`src/rtl/contrast_adjust_pipe_pkg.sv`:
```
// Shared defaults, stage-control struct and width/constant helpers for the
// contrast pipeline.
package contrast_adjust_pipe_pkg;

  localparam int CH_W_DEF      = 8;
  localparam int NUM_CH_DEF    = 3;
  localparam int GAIN_W_DEF    = 8;
  localparam int GAIN_FRAC_DEF = 4;
  localparam int GAIN_STEP_DEF = 2;
  localparam int GAIN_MIN_DEF  = 0;
  localparam int GAIN_MAX_DEF  = 64;

  typedef struct packed {
    logic valid;
    logic en;
  } stage_ctl_t;

  function automatic int mid_of(input int ch_w);
    return 1 << (ch_w - 1);
  endfunction

  function automatic int unity_of(input int gain_frac);
    return 1 << gain_frac;
  endfunction

  function automatic int round_k_of(input int gain_frac);
    return (gain_frac > 0) ? (1 << (gain_frac - 1)) : 0;
  endfunction

  // Signed product width: (CH_W+1)-bit difference times zero-extended gain.
  function automatic int prod_w_of(input int ch_w, input int gain_w);
    return ch_w + 1 + gain_w;
  endfunction

endpackage

```
`src/rtl/contrast_adjust_pipe_lane.sv`:
```
// One channel of the contrast datapath: centre on MID, multiply by gain,
// round half up, re-centre and clamp; bypass passes the raw pixel through.
module contrast_adjust_pipe_lane
  import contrast_adjust_pipe_pkg::*;
#(
  parameter int CH_W      = CH_W_DEF,
  parameter int GAIN_W    = GAIN_W_DEF,
  parameter int GAIN_FRAC = GAIN_FRAC_DEF
) (
  input  logic              clk,
  input  logic              rst,
  input  logic [CH_W-1:0]   pix_in,
  input  logic [GAIN_W-1:0] gain_s1,
  input  logic              valid_s2,
  input  logic              bypass_s2,
  output logic [CH_W-1:0]   pix_out
);

  localparam int PW = prod_w_of(CH_W, GAIN_W);
  localparam logic signed [CH_W:0] MID_D   = (CH_W+1)'(mid_of(CH_W));
  localparam logic signed [PW-1:0] MID_X   = PW'(mid_of(CH_W));
  localparam logic signed [PW-1:0] ROUND_X = PW'(round_k_of(GAIN_FRAC));
  localparam logic signed [PW-1:0] TOP_X   = PW'((1 << CH_W) - 1);

  logic [CH_W-1:0]        raw_s1, raw_s2;
  logic signed [CH_W:0]   diff_s1;
  logic signed [PW-1:0]   diff_x, gain_x, prod_s2;
  logic signed [PW-1:0]   rounded, level;
  logic [CH_W-1:0]        clamped;

  always_ff @(posedge clk) begin
    raw_s1  <= pix_in;
    diff_s1 <= $signed({1'b0, pix_in}) - MID_D;
    raw_s2  <= raw_s1;
    prod_s2 <= diff_x * gain_x;
  end

  // Both operands widened to the full product width so the multiply is exact.
  always_comb begin
    diff_x = PW'(diff_s1);
    gain_x = $signed(PW'({1'b0, gain_s1}));
  end

  always_comb begin
    rounded = (prod_s2 + ROUND_X) >>> GAIN_FRAC;
    level   = rounded + MID_X;
    if (level[PW-1])
      clamped = '0;
    else if (level > TOP_X)
      clamped = '1;
    else
      clamped = level[CH_W-1:0];
  end

  // Output holds its last value between valid pixels.
  always_ff @(posedge clk) begin
    if (rst)
      pix_out <= '0;
    else if (valid_s2)
      pix_out <= bypass_s2 ? raw_s2 : clamped;
  end

endmodule

```
`src/rtl/contrast_adjust_pipe.sv`:
```
// Pipelined contrast stage: strobe-stepped pending gain, frame-committed
// active gain, and a fixed 3-cycle valid/enable/gain-snapshot pipeline.
module contrast_adjust_pipe
  import contrast_adjust_pipe_pkg::*;
#(
  parameter int CH_W      = CH_W_DEF,
  parameter int NUM_CH    = NUM_CH_DEF,
  parameter int GAIN_W    = GAIN_W_DEF,
  parameter int GAIN_FRAC = GAIN_FRAC_DEF,
  parameter int GAIN_STEP = GAIN_STEP_DEF,
  parameter int GAIN_MIN  = GAIN_MIN_DEF,
  parameter int GAIN_MAX  = GAIN_MAX_DEF
) (
  input  logic                     clk,
  input  logic                     rst,
  input  logic                     enable,
  input  logic                     frame_en,
  input  logic                     inc,
  input  logic                     dec,
  input  logic                     in_valid,
  input  logic [NUM_CH*CH_W-1:0]   pix_in,
  output logic                     out_valid,
  output logic [NUM_CH*CH_W-1:0]   pix_out,
  output logic [GAIN_W-1:0]        gain_level
);

  localparam logic [GAIN_W-1:0] UNITY  = GAIN_W'(unity_of(GAIN_FRAC));
  localparam logic [GAIN_W-1:0] GSTEP  = GAIN_W'(GAIN_STEP);
  localparam logic [GAIN_W-1:0] GMIN   = GAIN_W'(GAIN_MIN);
  localparam logic [GAIN_W-1:0] GMAX   = GAIN_W'(GAIN_MAX);
  localparam logic [GAIN_W:0]   STEP_X = (GAIN_W+1)'(GAIN_STEP);
  localparam logic [GAIN_W:0]   MIN_X  = (GAIN_W+1)'(GAIN_MIN);
  localparam logic [GAIN_W:0]   MAX_X  = (GAIN_W+1)'(GAIN_MAX);

  logic              inc_q, dec_q, inc_ev, dec_ev;
  logic [GAIN_W-1:0] gain_pend, gain_act, gain_s1;
  logic [GAIN_W-1:0] gain_up, gain_dn;
  logic [GAIN_W:0]   pend_x, up_x;
  stage_ctl_t        ctl_s1, ctl_s2;
  logic              valid_s3;

  assign inc_ev = inc & ~inc_q;
  assign dec_ev = dec & ~dec_q;

  // One extra bit so the saturation tests cannot wrap.
  always_comb begin
    pend_x  = {1'b0, gain_pend};
    up_x    = pend_x + STEP_X;
    gain_up = (up_x > MAX_X) ? GMAX : up_x[GAIN_W-1:0];
    gain_dn = (pend_x < MIN_X + STEP_X) ? GMIN : gain_pend - GSTEP;
  end

  always_ff @(posedge clk) begin
    if (rst) begin
      inc_q     <= 1'b0;
      dec_q     <= 1'b0;
      gain_pend <= UNITY;
      gain_act  <= UNITY;
    end else begin
      inc_q <= inc;
      dec_q <= dec;
      // Commit takes the pre-step pending value; a same-cycle step stays pending.
      if (frame_en)
        gain_act <= gain_pend;
      if (inc_ev && !dec_ev)
        gain_pend <= gain_up;
      else if (dec_ev && !inc_ev)
        gain_pend <= gain_dn;
    end
  end

  always_ff @(posedge clk) begin
    if (rst) begin
      ctl_s1   <= '0;
      ctl_s2   <= '0;
      valid_s3 <= 1'b0;
      gain_s1  <= UNITY;
    end else begin
      ctl_s1   <= '{valid: in_valid, en: enable};
      ctl_s2   <= ctl_s1;
      valid_s3 <= ctl_s2.valid;
      gain_s1  <= gain_act;
    end
  end

  assign out_valid  = valid_s3;
  assign gain_level = gain_act;

  for (genvar c = 0; c < NUM_CH; c++) begin : g_lane
    contrast_adjust_pipe_lane #(
      .CH_W      (CH_W),
      .GAIN_W    (GAIN_W),
      .GAIN_FRAC (GAIN_FRAC)
    ) u_lane (
      .clk       (clk),
      .rst       (rst),
      .pix_in    (pix_in[c*CH_W +: CH_W]),
      .gain_s1   (gain_s1),
      .valid_s2  (ctl_s2.valid),
      .bypass_s2 (~ctl_s2.en),
      .pix_out   (pix_out[c*CH_W +: CH_W])
    );
  end

endmodule
```
`config.mk`:
```
export PLATFORM = sky130hd
export DESIGN_NAME = contrast_adjust_pipe
export DESIGN_NICKNAME = d
export VERILOG_FILES = /design/src/rtl/contrast_adjust_pipe_pkg.sv /design/src/rtl/contrast_adjust_pipe_lane.sv /design/src/rtl/contrast_adjust_pipe.sv
export SDC_FILE = /design/constraint.sdc
export NUM_CORES = 1
export LEC_CHECK = 0
export CORE_MARGIN = 5
export CORE_UTILIZATION = 60
export DETAILED_ROUTE_END_ITERATION = 10
export PLACE_DENSITY = 0.88
export SLEW_MARGIN = 20
export SYNTH_ARGS = -nofsm -noshare
export SYNTH_HDL_FRONTEND = slang
export SYNTH_SLANG_ARGS = --single-unit
```
`constraint.sdc`:
```
create_clock -name clk -period 9.11 [get_ports clk]
set_input_delay 1.822 -clock clk [delete_from_list [all_inputs] [get_ports clk]]
set_output_delay 1.822 -clock clk [all_outputs]
set_load 0.03 [all_outputs]
```
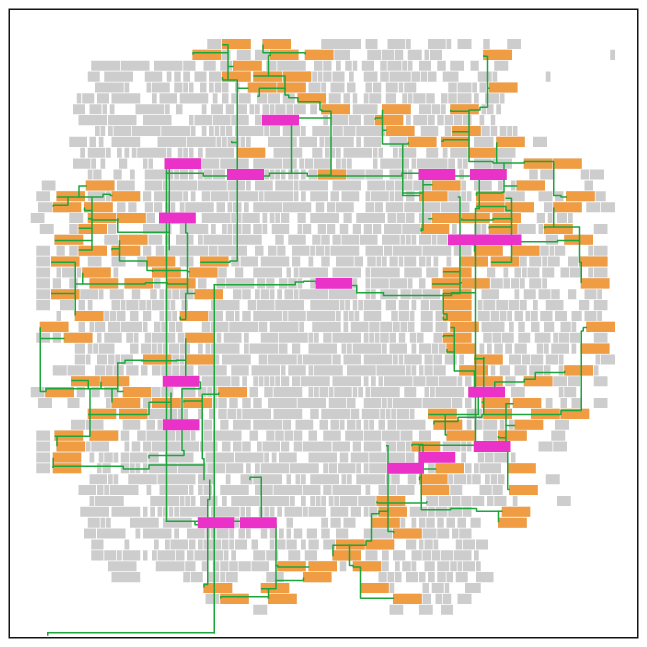
(clock network drawn from the DEF)
Drawn at 4 px/um.
flip-flops: shown in orange, count 145. clock-net drivers: shown in magenta, count 17. clock wires: shown in green, length 1930 um.
Position of the flops: all over the die. There are 18 routed clock nets.
worst-skew pair later-pin latency: 430 ps
setup skew after layout: 12.1 ps
Clock power frac: 34.0%

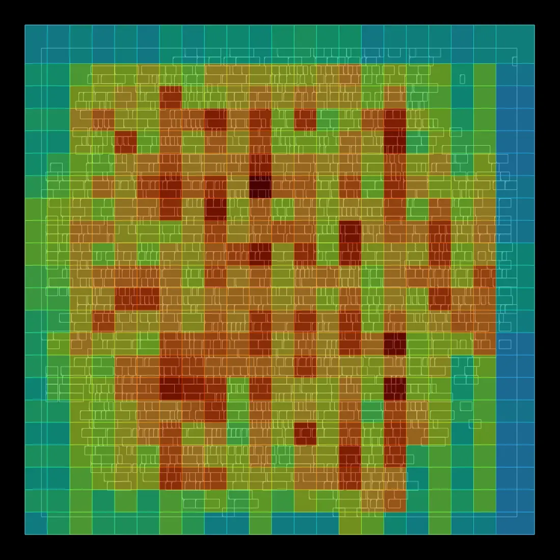
(routing congestion)
global-route usage over all layers: 23.5%
GR Util met3: 5.31%
global-route layer with the greatest usage: met2
post-DR wirelength/cell: 15.7 um
GR Layer Usage met1: 30.9%

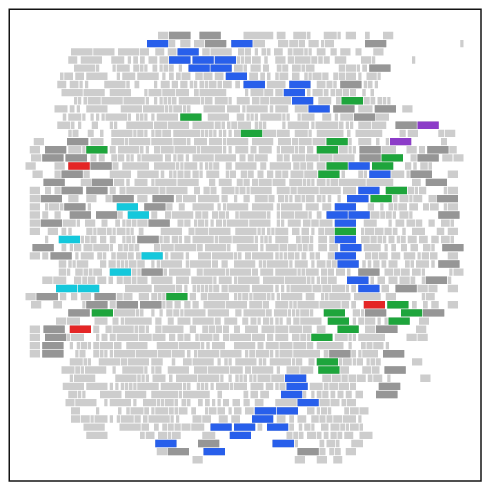
(register map, names as in the netlist)
Drawn at 3 px/um. Other sequential cells in the stronger grey, the rest of the logic in the fainter grey.
ctl_s1: shown in purple, flops 2. g_lane.u_lane.prod_s2: shown in blue, flops 42. g_lane.u_lane.raw_s2: shown in green, flops 24. g_lane.u_lane.diff_s1: shown in red, flops 3. gain_pend: shown in cyan, flops 7, where middle left.
Another 67 sequential cells are not coloured.
sequential group power: 0.807 mW
sequential portion of the cell area: 20.3%

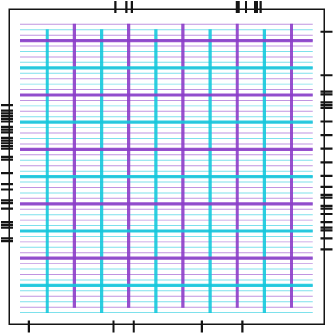
(supply network)
Drawn at 2 px/um. Pins as bars on the die edge.
VSS: shown in cyan. VDD: shown in purple.
10 straps on met4. The core has 53 rows. 54 met1 rails follow the rows.
standard cell core area: 21100 sq um
Max rail drop VDD: 0.000120 V
Vert. Die Dim: 157 um
horizontal extent of the die: 157 um

==> results.txt <==
Synthesis and PnR results.

- In this run, synthesis produced a sequential element count of between 100 and 150.
- The kind of cell adding the most delay to the critical path is adder cells.
- The count of hold-fix buffers inserted at cts reads 0.
- The number of inserted diodes reads 0.
- The power density over the cells is ~140 nW/um^2.
- The floorplan has ~53 rows.
- The area fraction in and, or, nand and nor cells is ~18%.
- The main area contributors are sky130_fd_sc_hd__dfxtp_1 22%, sky130_fd_sc_hd__fa_1 21%, sky130_fd_sc_hd__ha_1 13%.
- The net total in the final layout reads 1762.
- During I/O placement, the number of pins put on the boundary was roughly 64.
- The run finished with clean final reports.
- The setup total negative slack reads 0 ps.
- Per Yosys stat, the portion of area used by sequential elements is between 20% and 30%.
- The nature of the critical path startpoint is a flop.
- The largest fanout of any net on the critical path is 24.
- The fraction of final layout cells sized beyond drive strength 1 is 4.48%.
- The TritonCTS clock tree is yes.
- The cell area reported after detailed placement reads 13700 sq um.
- The transition time recorded at the tightest slew-check pin is 1040 ps.
- The synthesis area per yosys is between 10000 and 15000 sq um.
- The endpoint class of the critical path reads a flop.
- Pins over their slew limit in the final report were tallied at 0.
- Detailed routing inserted a total of a little under 10000 vias.
- Once detailed placement completed, the half-perimeter wirelength came to 20800 um.
- Counting the buffers created by CTS gives 17.
- The worst endpoint required time reads ~9500 ps.
[final timing paths]
path | startpoint | end
min reg2reg | g_lane[0].u_lane.raw_s1[7]$_DFF_P_ | g_lane[0].u_lane.raw_s2[7]$_DFF_P_
max reg2reg | gain_s1[5]$_SDFF_PP0_ | g_lane[1].u_lane.prod_s2[14]$_DFF_P_
max | gain_s1[5]$_SDFF_PP0_ | g_lane[1].u_lane.prod_s2[14]$_DFF_P_
min | g_lane[0].u_lane.raw_s1[7]$_DFF_P_ | g_lane[0].u_lane.raw_s2[7]$_DFF_P_
[registers in the layout (all words and copies together), names as in the netlist, 3 cells and up]
register / flops
g_lane.u_lane.prod_s2: 42
g_lane.u_lane.raw_s1: 24
gain_s1: 7
gain_pend: 7
g_lane.u_lane.raw_s2: 24
gain_level: 7
g_lane.u_lane.pix_out: 24
g_lane.u_lane.diff_s1: 3
[report_power, final]
group | switching (mW) | total (mW) | leakage (nW) | internal [mW]
sequential | 0.104 | 0.807 | 1.21 | 0.703
clock | 0.293 | 0.689 | 0.272 | 0.396
combinational | 0.294 | 0.530 | 5.23 | 0.236
total | 0.690 | 2.03 | 6.71 | 1.33
[cells by family after synthesis]
| group | count (synthesis) |
|---|---|
| fa+ha+maj | 270 |
| compound gates | 179 |
| other cells | 1 |
| xor+xnor | 85 |
| mux | 9 |
| simple gates | 422 |
| buf+inv | 307 |
| flops | 145 |
[per-layer routing]
metal,up-vias,GRT usage [%],part of all wire (%)
met4,0,7.02,2.3
met2,348,38.9,48
met5,-,0,0
li1,4625,-,-
met3,51,5.31,7.4
met1,4650,30.9,43
[layout by cell type, fill, tap and decap left out, types with 15 or more instances in the layout]
master	instances
sky130_fd_sc_hd__a21o_1	15
sky130_fd_sc_hd__a21oi_1	47
sky130_fd_sc_hd__and2_1	141
sky130_fd_sc_hd__clkbuf_16	17
sky130_fd_sc_hd__clkdlybuf4s50_1	61
sky130_fd_sc_hd__dfxtp_1	145
sky130_fd_sc_hd__fa_1	138
sky130_fd_sc_hd__ha_1	132
sky130_fd_sc_hd__inv_1	264
sky130_fd_sc_hd__nand2_1	79
sky130_fd_sc_hd__nand3_1	33
sky130_fd_sc_hd__nand4_1	16
sky130_fd_sc_hd__nor2_1	65
sky130_fd_sc_hd__nor2b_1	28
sky130_fd_sc_hd__o21ai_0	21
sky130_fd_sc_hd__xnor2_1	61
sky130_fd_sc_hd__xor2_1	22
[layout make-up]
type	count	area, sq um
Clock buffer	20	457
Fill cell	1566	6780
Timing Repair Buffer	63	623
Inverter	265	995
Clock inverter	12	124
Sequential cell	145	2900
Tap cell	275	344
Multi-Input combinational cell	969	8860
[metrics by stage]
step	std cells	setup WS (ps)	total power, mW	utilization, %
2_1_floorplan	1421	4990	1.20	-
3_3_place_gp	1717	4660	1.31	65.1
3_5_place_dp	1717	4450	1.34	65.1
4_1_cts	1749	4270	2.03	67.9
5_1_grt	1749	4030	2.14	67.9
6_report	1749	4250	2.03	67.9
Power figures rest on the tool's default switching activity, not on a simulated workload.
